## src/rtl/defines_pkg.sv

```systemverilog
// Shared defaults and types for the BDF join processing element.
//   PE_WIDTH_DEF      default token width
//   PE_FIFO_DEPTH_DEF default entries per input FIFO
//   PE_LATENCY_DEF    default pipeline depth between join and output
//   pe_stage_t        one pipeline stage (valid + data) at the default width
package defines_pkg;

  localparam int unsigned PE_WIDTH_DEF      = 16;
  localparam int unsigned PE_FIFO_DEPTH_DEF = 2;
  localparam int unsigned PE_LATENCY_DEF    = 15;

  typedef struct packed {
    logic                    valid;
    logic [PE_WIDTH_DEF-1:0] data;
  } pe_stage_t;

endpackage

```

## src/rtl/pe_in_fifo.sv

```systemverilog
// Small circular input FIFO for one join channel.
//   clk        rising-edge clock
//   rst        asynchronous active-low reset (clears count and pointers)
//   push       write push_data at the tail (ignored when full)
//   push_data  token to write
//   pop        drop the head entry (ignored when empty)
//   head_data  current head token
//   empty      no entries held
//   full       FIFO_DEPTH entries held
module pe_in_fifo #(
  parameter int unsigned WIDTH      = 16,
  parameter int unsigned FIFO_DEPTH = 2
) (
  input  logic             clk,
  input  logic             rst,
  input  logic             push,
  input  logic [WIDTH-1:0] push_data,
  input  logic             pop,
  output logic [WIDTH-1:0] head_data,
  output logic             empty,
  output logic             full
);

  localparam int unsigned PtrW = $clog2(FIFO_DEPTH);
  localparam int unsigned CntW = $clog2(FIFO_DEPTH + 1);

  logic [WIDTH-1:0] mem_q [FIFO_DEPTH];
  logic [PtrW-1:0]  wr_ptr_q, rd_ptr_q;
  logic [CntW-1:0]  count_q;
  logic             do_push, do_pop;

  assign full    = (count_q == CntW'(FIFO_DEPTH));
  assign empty   = (count_q == '0);
  assign do_push = push && !full;
  assign do_pop  = pop && !empty;

  assign head_data = mem_q[rd_ptr_q];

  // Explicit wrap so non-power-of-two depths stay in range.
  function automatic logic [PtrW-1:0] next_ptr(input logic [PtrW-1:0] p);
    return (p == PtrW'(FIFO_DEPTH - 1)) ? '0 : p + PtrW'(1);
  endfunction

  always_ff @(posedge clk) begin
    if (do_push) mem_q[wr_ptr_q] <= push_data;
  end

  always_ff @(posedge clk or negedge rst) begin
    if (!rst) begin
      wr_ptr_q <= '0;
      rd_ptr_q <= '0;
      count_q  <= '0;
    end else begin
      if (do_push) wr_ptr_q <= next_ptr(wr_ptr_q);
      if (do_pop)  rd_ptr_q <= next_ptr(rd_ptr_q);
      unique case ({do_push, do_pop})
        2'b10:   count_q <= count_q + CntW'(1);
        2'b01:   count_q <= count_q - CntW'(1);
        default: count_q <= count_q;
      endcase
    end
  end

endmodule

```

## src/rtl/pe_2in1out.sv

```systemverilog
// Two-input, one-output join PE: buffers each input channel in a FIFO, pops one
// token from each when both are available, adds them and delivers the sum
// through a LATENCY-stage stallable pipeline.
//   clk                    rising-edge clock
//   rst                    asynchronous active-low reset
//   data_in_k/valid_in_k   channel-k token and valid (k = 1, 2)
//   ready_in_k             channel-k can accept (low while in reset or full)
//   data_out/valid_out     joined result and valid
//   ready_out              downstream accepts
// Build option: define PE_2IN1OUT_SAT_EN for a saturating adder instead of wrap.
module pe_2in1out
  import defines_pkg::*;
#(
  parameter int unsigned WIDTH      = PE_WIDTH_DEF,
  parameter int unsigned LATENCY    = PE_LATENCY_DEF,
  parameter int unsigned FIFO_DEPTH = PE_FIFO_DEPTH_DEF
) (
  input  logic             clk,
  input  logic             rst,
  input  logic [WIDTH-1:0] data_in_1,
  input  logic             valid_in_1,
  output logic             ready_in_1,
  input  logic [WIDTH-1:0] data_in_2,
  input  logic             valid_in_2,
  output logic             ready_in_2,
  output logic [WIDTH-1:0] data_out,
  output logic             valid_out,
  input  logic             ready_out
);

  typedef struct packed {
    logic             valid;
    logic [WIDTH-1:0] data;
  } stage_t;

  stage_t           stage_q [LATENCY];
  logic [WIDTH-1:0] head_1, head_2, sum_res;
  logic             empty_1, empty_2, full_1, full_2;
  logic             stall, advance, fire;

  // Gating with rst keeps the readys low during reset without waiting for a clock.
  assign ready_in_1 = rst && !full_1;
  assign ready_in_2 = rst && !full_2;

  assign stall   = stage_q[LATENCY-1].valid && !ready_out;
  assign advance = !stall;
  assign fire    = advance && !empty_1 && !empty_2;

  pe_in_fifo #(
    .WIDTH      (WIDTH),
    .FIFO_DEPTH (FIFO_DEPTH)
  ) u_fifo_1 (
    .clk       (clk),
    .rst       (rst),
    .push      (valid_in_1 && ready_in_1),
    .push_data (data_in_1),
    .pop       (fire),
    .head_data (head_1),
    .empty     (empty_1),
    .full      (full_1)
  );

  pe_in_fifo #(
    .WIDTH      (WIDTH),
    .FIFO_DEPTH (FIFO_DEPTH)
  ) u_fifo_2 (
    .clk       (clk),
    .rst       (rst),
    .push      (valid_in_2 && ready_in_2),
    .push_data (data_in_2),
    .pop       (fire),
    .head_data (head_2),
    .empty     (empty_2),
    .full      (full_2)
  );

`ifdef PE_2IN1OUT_SAT_EN
  logic [WIDTH:0] sum_full;
  always_comb begin
    sum_full = {1'b0, head_1} + {1'b0, head_2};
    sum_res  = sum_full[WIDTH] ? '1 : sum_full[WIDTH-1:0];
  end
`else
  always_comb begin
    sum_res = head_1 + head_2;
  end
`endif

  // Whole pipeline moves as one; a stalled output freezes every stage.
  always_ff @(posedge clk or negedge rst) begin
    if (!rst) begin
      for (int i = 0; i < int'(LATENCY); i++) stage_q[i] <= '0;
    end else if (advance) begin
      stage_q[0].valid <= fire;
      stage_q[0].data  <= sum_res;
      for (int i = 1; i < int'(LATENCY); i++) stage_q[i] <= stage_q[i-1];
    end
  end

  assign valid_out = stage_q[LATENCY-1].valid;
  assign data_out  = stage_q[LATENCY-1].data;

endmodule

```

## config.mk

```make
export PLATFORM = sky130hd
export DESIGN_NAME = pe_2in1out
export DESIGN_NICKNAME = d
export VERILOG_FILES = /design/src/rtl/defines_pkg.sv /design/src/rtl/pe_in_fifo.sv /design/src/rtl/pe_2in1out.sv
export SDC_FILE = /design/constraint.sdc
export NUM_CORES = 1
export LEC_CHECK = 0
export ABC_AREA = 1
export CORE_ASPECT_RATIO = 1.25
export CORE_UTILIZATION = 55
export CTS_BUF_LIST = sky130_fd_sc_hd__clkbuf_8
export CTS_CLUSTER_SIZE = 20
export DETAILED_ROUTE_END_ITERATION = 10
export GPL_TIMING_DRIVEN = 0
export PLACE_DENSITY = 0.8
export SETUP_SLACK_MARGIN = 0.3
export SLEW_MARGIN = 15
export SYNTH_ARGS = -nofsm -noshare
export SYNTH_HDL_FRONTEND = slang
export SYNTH_HIERARCHICAL = 1
export SYNTH_SLANG_ARGS = --single-unit
```

## constraint.sdc

```tcl
create_clock -name clk -period 1.96 [get_ports clk]
set_input_delay 0.294 -clock clk [delete_from_list [all_inputs] [get_ports clk]]
set_output_delay 0.294 -clock clk [all_outputs]
set_load 0.01 [all_outputs]
```

==> run_1/density.png <==
Scale: 2 px per µm. The die is cut into 14 by 18 equal tiles; dark blue is low, red is high, 0 to 100% covered.
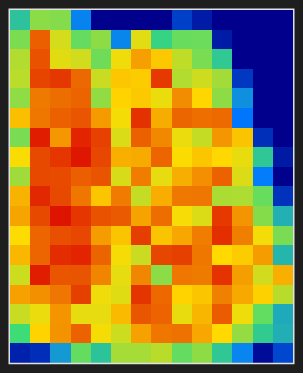
- emptiest ninth of the die: upper right
- fullest tile: 98%
- mean over tiles: 66%
- tiles over 75% full: 51%
- nearly empty tiles: 8.7%
placeable core region: 23800 µm²
share of the core filled with cells: 0.708
Init Core Util: 0.562

==> run_1/met1.png <==
Scale: 3 px per µm. Supply wires on this layer in grey.
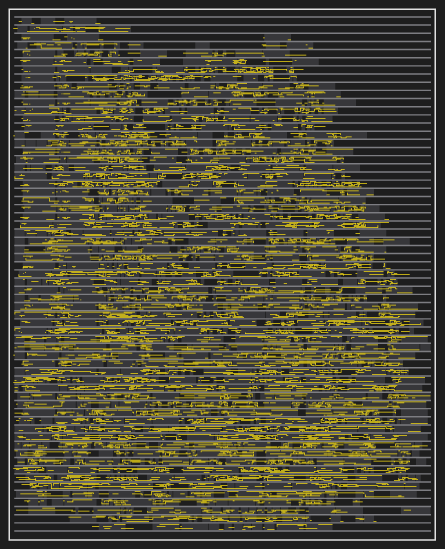
- nets with wire on the layer: 1607
- main direction: horizontal
- wire length on this layer: 11300 µm

==> run_1/drive_strength.png <==
Scale: 2 px per µm.
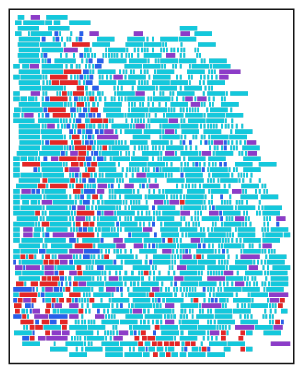
- cyan: drive 1 or less (cells 1347)
- red: drive 3 to 4 (cells 118)
- purple: drive 6 and up (cells 101)
- blue: drive 2 (cells 137)

run 1: worst max-delay path by stage:
stage / start / endpoint / slack, ps / cells past startpoint
3_5_place_dp: rst / u_fifo_2/mem_q[0][10] / -610 / 5
5_1_grt: u_fifo_1/rd_ptr_q / stage_q[246] / -310 / 14
4_1_cts: u_fifo_2/rd_ptr_q / stage_q[246] / -150 / 15
3_3_place_gp: rst / stage_q[248] / -10120 / 1
6_report: u_fifo_1/rd_ptr_q / stage_q[246] / -230 / 14
2_1_floorplan: u_fifo_1/rd_ptr_q / stage_q[246] / -30 / 15
run 1: synth_stat cells, drive strengths merged:
cell type and count:
nand3 26, buf 71, clkbuf 7, and2 2
a21oi 7, nand3b 2, nor3 4, fa 1
nor3b 2, dfrtp 263, xnor2 4, o21ai 28
inv 71, nor2 19, ha 17, nand2 893
or2 6, nand4 3, edfxtp 64, a21o 1
run 1: layer usage:
| metal | share of wire | wire length, µm | vias to the layer above | GRT usage |
|---|---|---|---|---|
| met3 | 0.039 | 1130 | 76 | 0.0391 |
| met1 | 0.39 | 11300 | 4866 | 0.260 |
| met5 | 0 | 0 | - | 0 |
| li1 | - | - | 4907 | - |
| met2 | 0.54 | 15700 | 244 | 0.436 |
| met4 | 0.033 | 947 | 0 | 0.114 |
run 1: state kept, by name, summed over array words and instances (netlist names):
signal / count
u_fifo_2/rd_ptr_q: 1
u_fifo_2/count_q: 2
valid_out: 1
u_fifo_1/count_q: 2
u_fifo_1/rd_ptr_q: 1
stage_q: 238
u_fifo_2/mem_q: 32
data_out: 16
u_fifo_1/wr_ptr_q: 1
u_fifo_1/mem_q: 32
u_fifo_2/wr_ptr_q: 1
run 1: report_power, final:
part           internal, µW  switching [µW]  total (µW)
Sequential             9680            1450       11100
Clock                  3590            2630        6210
Combinational          4890            6550       11400
==> impl_metrics.yaml, run 1 <==
# generated from flow reports
outcome:
  violations: "setup timing"
  status: "finished, violations left"
synth:
  yosys.area.top_type_share: 0.492
  yosys-stat-area_um2: 13400
  synth_area_per_cell_um2: 8.97
  largest_area_cell: "dfrtp_1"
  synthTopLogicFamily: "simple AND/OR/NAND/NOR gates"
  area_leaders: "dfrtp_1, nand2_1, edfxtp_1, inv_1, ha_1"
  muxShareOfSynthArea: 0
  syn-cell-area_um2: 13400
  yosys_warn_count: 6
  synth-xor-area-share: 0.00262
final_timing:
  finalWorstPathRequiredPeriod_ps: 2190
  rsz0062_at_grt: "true"
  final.setup_skew_ps: 38.9
  hold_viol: 0
  final.setup.worst_slack_ps: -231
  setup_viol: 12
layout:
  post-route-cell-area_um2: 16800
  layout-drive-gt1-share: 0.209
  logic_area_um2: 4800
  inverters: 71
  final_cell_mix: "nand2_1, dfrtp_1, clkbuf_8"
  most_frequently_placed_logic_cell_in_the_final_layout: "nand2_1"
  seq_share: 0.505
  layout.nonclk_buf_frac: 0.100
  final.fill_count: 1726
placement:
  buffer_ports.inserted: 55
  place_worst_setup_slack_ps: -613
worst_setup_path:
  worst_path_slowest_cell: "fa_2"
  worstPathBufferInverterCount: 3
  critPathMaxStageDelay_ps: 440
  worst-path-max-fanout: 6
  r2r_end: "stage_q[246]"
clock_network:
  clock.latency.late_pin_ps: 580
power:
  post-layout-total-power_uw: 28800
  vdd.ir_drop.worst_v: 0.00123
die:
  chipWidth_um: 142
  pin_count: 56
routing:
  routed_via_density: 4.98
  drt-total-wl_um: 29100
  drc: 0
global_route:
  grtUsageTotal: 0.235
  gr-total-overflow: 0
==> run_1/port_nets.png <==
Scale: 2 px per µm.
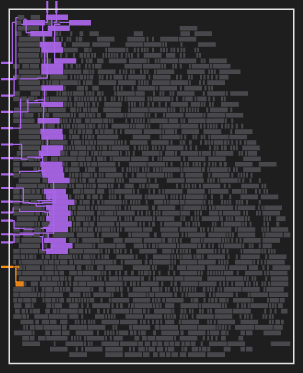

==> run 2, diff against run 1 <==
--- a/config.mk
+++ b/config.mk
@@ -12,10 +12,9 @@
 export CTS_CLUSTER_SIZE = 20
 export DETAILED_ROUTE_END_ITERATION = 10
 export GPL_TIMING_DRIVEN = 0
-export PLACE_DENSITY = 0.8
+export PLACE_DENSITY = 0.77
 export SETUP_SLACK_MARGIN = 0.3
 export SLEW_MARGIN = 15
 export SYNTH_ARGS = -nofsm -noshare
 export SYNTH_HDL_FRONTEND = slang
-export SYNTH_HIERARCHICAL = 1
 export SYNTH_SLANG_ARGS = --single-unit
==> constraint.sdc (replaced) <==
create_clock -name clk -period 2.6 [get_ports clk]
set_input_delay 0.39 -clock clk [delete_from_list [all_inputs] [get_ports clk]]
set_output_delay 0.39 -clock clk [all_outputs]
set_load 0.01 [all_outputs]
==> run_2/port_nets.png <==
Scale: 2 px per µm.
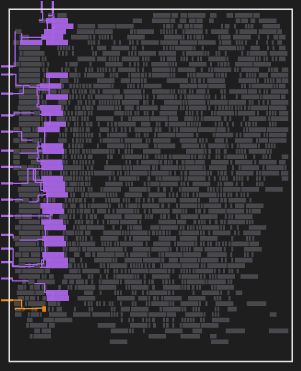
- orange: ready_in_1 (bits 1; direction output; end cells 1; buffers 1; wire 23.7 µm)
- purple: data_in_2 (bits 16; direction input; end cells 32; buffers 16; wire 461 µm)

==> run_2/final_placement.png <==
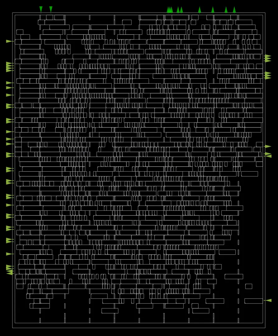
TAP cells: 292
share of the core filled with cells: 0.655
placeable core region: 23600 µm²
post-route non-filler standard cell count: 1903

==> impl_metrics.yaml, run 2 <==
# generated from flow reports
power:
  post-layout-total-power_uw: 18800
  seq_power_share: 0.442
  pg_seq_uw: 8290
  vdd.ir_drop.worst_v: 0.000674
placement:
  buffer_ports.inserted: 55
worst_setup_path:
  critPathMaxStageDelay_ps: 320
  worst-path-max-fanout: 8
routing:
  routed_via_density: 4.96
  drt-total-wl_um: 25300
layout:
  layout-drive-gt1-share: 0.107
  post-route-cell-area_um2: 15500
  final_cell_mix: "nand2_1, dfrtp_1, inv_1"
synth:
  synth-xor-area-share: 0.00795
  netlist.top_cell.by_instances: "nand2_1"
  number_of_flops_mapped_to_enable_cells_by_yosys: 64
  yosys_warn_count: 0
  area_leaders: "dfrtp_1, nand2_1, edfxtp_1, inv_1, buf_2"
  muxShareOfSynthArea: 0
final_timing:
  final.setup_skew_ps: 10.7
  hold_viol: 0
  rsz0062_at_grt: "true"
  final.setup.worst_slack_ps: 397
outcome:
  status: "finished, final reports clean"
die:
  pin_count: 56
global_route:
  gr-total-overflow: 0
==> run_2/density.png <==
Scale: 2 px per µm. The die is cut into 14 by 18 equal tiles; dark blue is low, red is high, 0 to 100% covered.
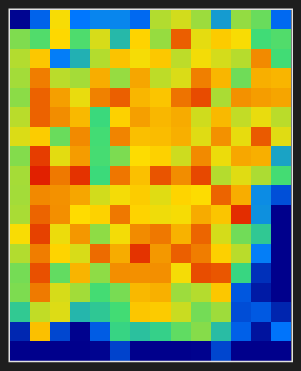
- tiles over 75% full: 40%
- fullest tile: 96%
- mean over tiles: 61%
Init Core Util: 0.559

## run 2: netlist changes by cell type after synthesis, sizes merged, moves of 2 or more
cell / change
nand2: -47
o21ai: +14
buf: -6
a21oi: +5
clkbuf: +5
xor2: +5
nand3: -4
nor2: -4
xnor2: +3
inv: -2
nor3b: -2
## run 2: kinds of logic after synthesis
| logic type | after synthesis |
|---|---|
| and+or+nand+nor | 896 |
| buffers and inverters | 146 |
| adders and majority gates | 18 |
| AOI/OAI and AO/OA | 55 |
| xor gates and xnor gates | 12 |
| DFF | 327 |
## run 2: repair_timing
item | CTS | global route
resized | 11 | 19
hold endpoints to repair | 60 | 0
cloned | 1 | 0
hold buffers | 6 | 0
pin swaps | 0 | 0
setup endpoints to repair | 74 | 12
## run 2: through the flow
stage	std cells	setup TNS, ps
global route	1903	0
global placement	1801	-3209320
detailed placement	1803	-27880
CTS	1903	0
finish	1903	0
floorplan	1454	0
## run 2: routing by layer
layer,global-route usage,share of wire
met3,0.0371,0.033
met2,0.403,0.52
met1,0.244,0.40
met5,0,0
met4,0.112,0.048
## run 2: cell type report
class | instances | area, µm² | area share
inverters | 69 | 262 | 0.0169
plain buffers | 77 | 429 | 0.0277
flip-flops and latches | 327 | 8500 | 0.549
clock inverters | 31 | 205 | 0.0132
clock buffers | 62 | 853 | 0.0551
multi-input cells | 981 | 4110 | 0.265
well taps | 292 | 365 | 0.0236
repair buffers | 64 | 768 | 0.0496
## run 2: worst max path at each step
stage / endpoint / from
finish: stage_q[251] / u_fifo_1.rd_ptr_q
global route: stage_q[251] / u_fifo_1.rd_ptr_q
CTS: stage_q[243] / u_fifo_1.rd_ptr_q
detailed placement: u_fifo_1.mem_q[0][12] / rst
global placement: data_out[7] / rst
floorplan: stage_q[244] / u_fifo_1.rd_ptr_q
==> run_2/met1.png <==
Scale: 3 px per µm. Supply wires on this layer in grey.
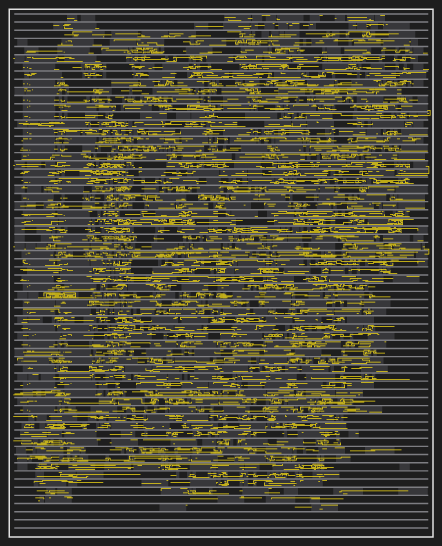

==> run 3, diff against run 2 <==
==> constraint.sdc (replaced) <==
create_clock -name clk -period 2.2 [get_ports clk]
set_input_delay 0.33 -clock clk [delete_from_list [all_inputs] [get_ports clk]]
set_output_delay 0.33 -clock clk [all_outputs]
set_load 0.01 [all_outputs]
==> run_3/met1.png <==
Scale: 3 px per µm. Supply wires on this layer in grey.
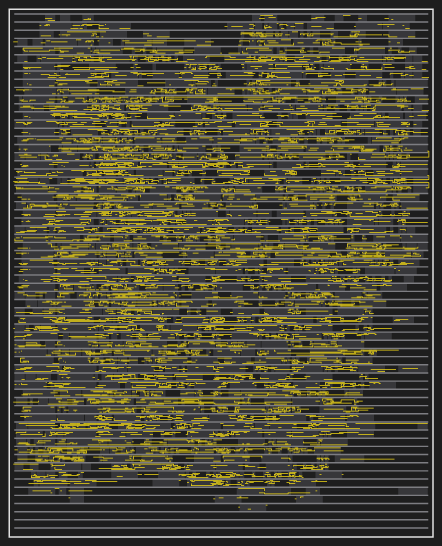
- longest straight run: 58.4 µm
- wire length on this layer: 11200 µm
- share of all routed wire: 37%

==> run_3/port_nets.png <==
Scale: 2 px per µm.
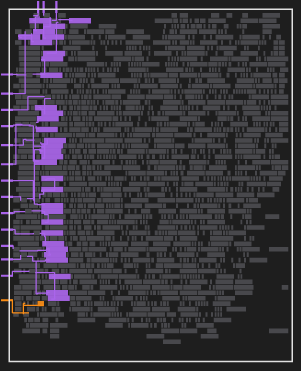
- purple: data_in_2 (bits 16; direction input; end cells 32; buffers 16; wire 536 µm)
- orange: ready_in_1 (bits 1; direction output; end cells 1; buffers 1; wire 31.6 µm)

==> impl_metrics.yaml, run 3 <==
# generated from flow reports
outcome:
  status: "finished, final reports clean"
die:
  chipWidth_um: 141
  pin_count: 56
routing:
  routed_via_density: 5.15
  met3RoutedLength_um: 1130
  route.layer.met1.wl_um: 11200
  topRoutingLayerUsed: "met4"
worst_setup_path:
  worst-path-max-fanout: 6
  worstPathBufferInverterCount: 3
  worst_path_slowest_cell: "dfrtp_1"
  crit_start: "u_fifo_2.rd_ptr_q"
  critical_path_depth: 15
  critPathMaxStageDelay_ps: 380
synth:
  synthFlopType: "dfrtp_1"
  yosys_warn_count: 0
  area_leaders: "dfrtp_1, nand2_1, edfxtp_1, inv_1, buf_2"
  netlist.top_cell.by_instances: "nand2_1"
  syn-cell-area_um2: 13200
  number_of_flops_mapped_to_enable_cells_by_yosys: 64
  post_synth_most_frequent_cells: "nand2_1, dfrtp_1, inv_1"
  asyncSetResetFlopFracSynth: 0.804
power:
  vdd.ir_drop.worst_v: 0.000840
  power.internal_uw: 15400
  seq_power_share: 0.393
  combinationalPowerShare: 0.412
global_route:
  grt_most_used_layer: "met2"
  gr-total-overflow: 0
  globalRouteMet2Util: 0.444
  grt.met3_usage: 0.0368
  grtUsageTotal: 0.241
final_timing:
  rsz0062_at_grt: "true"
  hold_viol: 0
  finalWorstPathRequiredPeriod_ps: 2180
layout:
  regMostFlops: "stage_q"
  post-route-cell-area_um2: 16500
clock_network:
  number_of_hold_buffers_added_after_cts: 9
==> run_3/drive_strength.png <==
Scale: 2 px per µm.
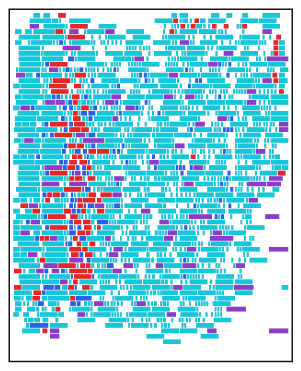
- cyan: drive 1 or less (cells 1321)
- red: drive 3 to 4 (cells 101)
- purple: drive 6 and up (cells 87)
- blue: drive 2 (cells 132)

[run 3: cell counts after synthesis]
Identical to the previous run, type by type.
[run 3: cell families after synthesis]
kind of cell	count (synthesis)	share of synthesized area
buffers and inverters	146	0.0508
flip-flops	327	0.643
XOR/XNOR	12	0.00795
AND-OR/OR-AND	55	0.0216
AND/OR/NAND/NOR	896	0.259
adder cells (fa/ha/maj)	18	0.0176
[run 3: power groups by stage]
stage | registers (µW) | clock network [µW] | logic, µW
finish | 9840 | 4860 | 10300
global route | 10100 | 5200 | 11300
CTS | 9790 | 4910 | 8760
detailed placement | 9870 | 0 | 7030
global placement | 9820 | 0 | 6760
floorplan | 9500 | 0 | 5210
[run 3: final cells by class]
| type | instances | area (µm²) |
|---|---|---|
| plain buffers | 77 | 508 |
| clock buffers | 56 | 771 |
| clock inverters | 34 | 198 |
| fillers | 1652 | 7120 |
| inverters | 69 | 282 |
| multi-input cells | 981 | 4790 |
| flip-flops and latches | 327 | 8500 |
| well taps | 292 | 365 |
| repair buffers | 96 | 1100 |
| repair inverters | 1 | 6.26 |
[run 3: worst paths after layout]
| path | to | slack [ps] |
|---|---|---|
| min | stage_q[227] | 30 |
| min reg2reg | stage_q[132] | 460 |
| max reg2reg | stage_q[253] | 20 |
| min in group clk | u_fifo_2.mem_q[1][9] | 330 |
| max | stage_q[253] | 20 |
| max in group asynchronous | data_out[13] | 1410 |
[run 3: through the flow]
step / worst slack [ps] / instances / setup TNS (ps) / utilization
CTS: 184 / 1927 / 0 / 0.684
finish: 15.4 / 1933 / 0 / 0.699
detailed placement: -974 / 1803 / -53180 / 0.602
global route: -6.31 / 1933 / -6.31 / 0.699
floorplan: 222 / 1454 / 0 / -
global placement: -10070 / 1801 / -3332840 / 0.599
Power is estimated from default activity; no workload was simulated.
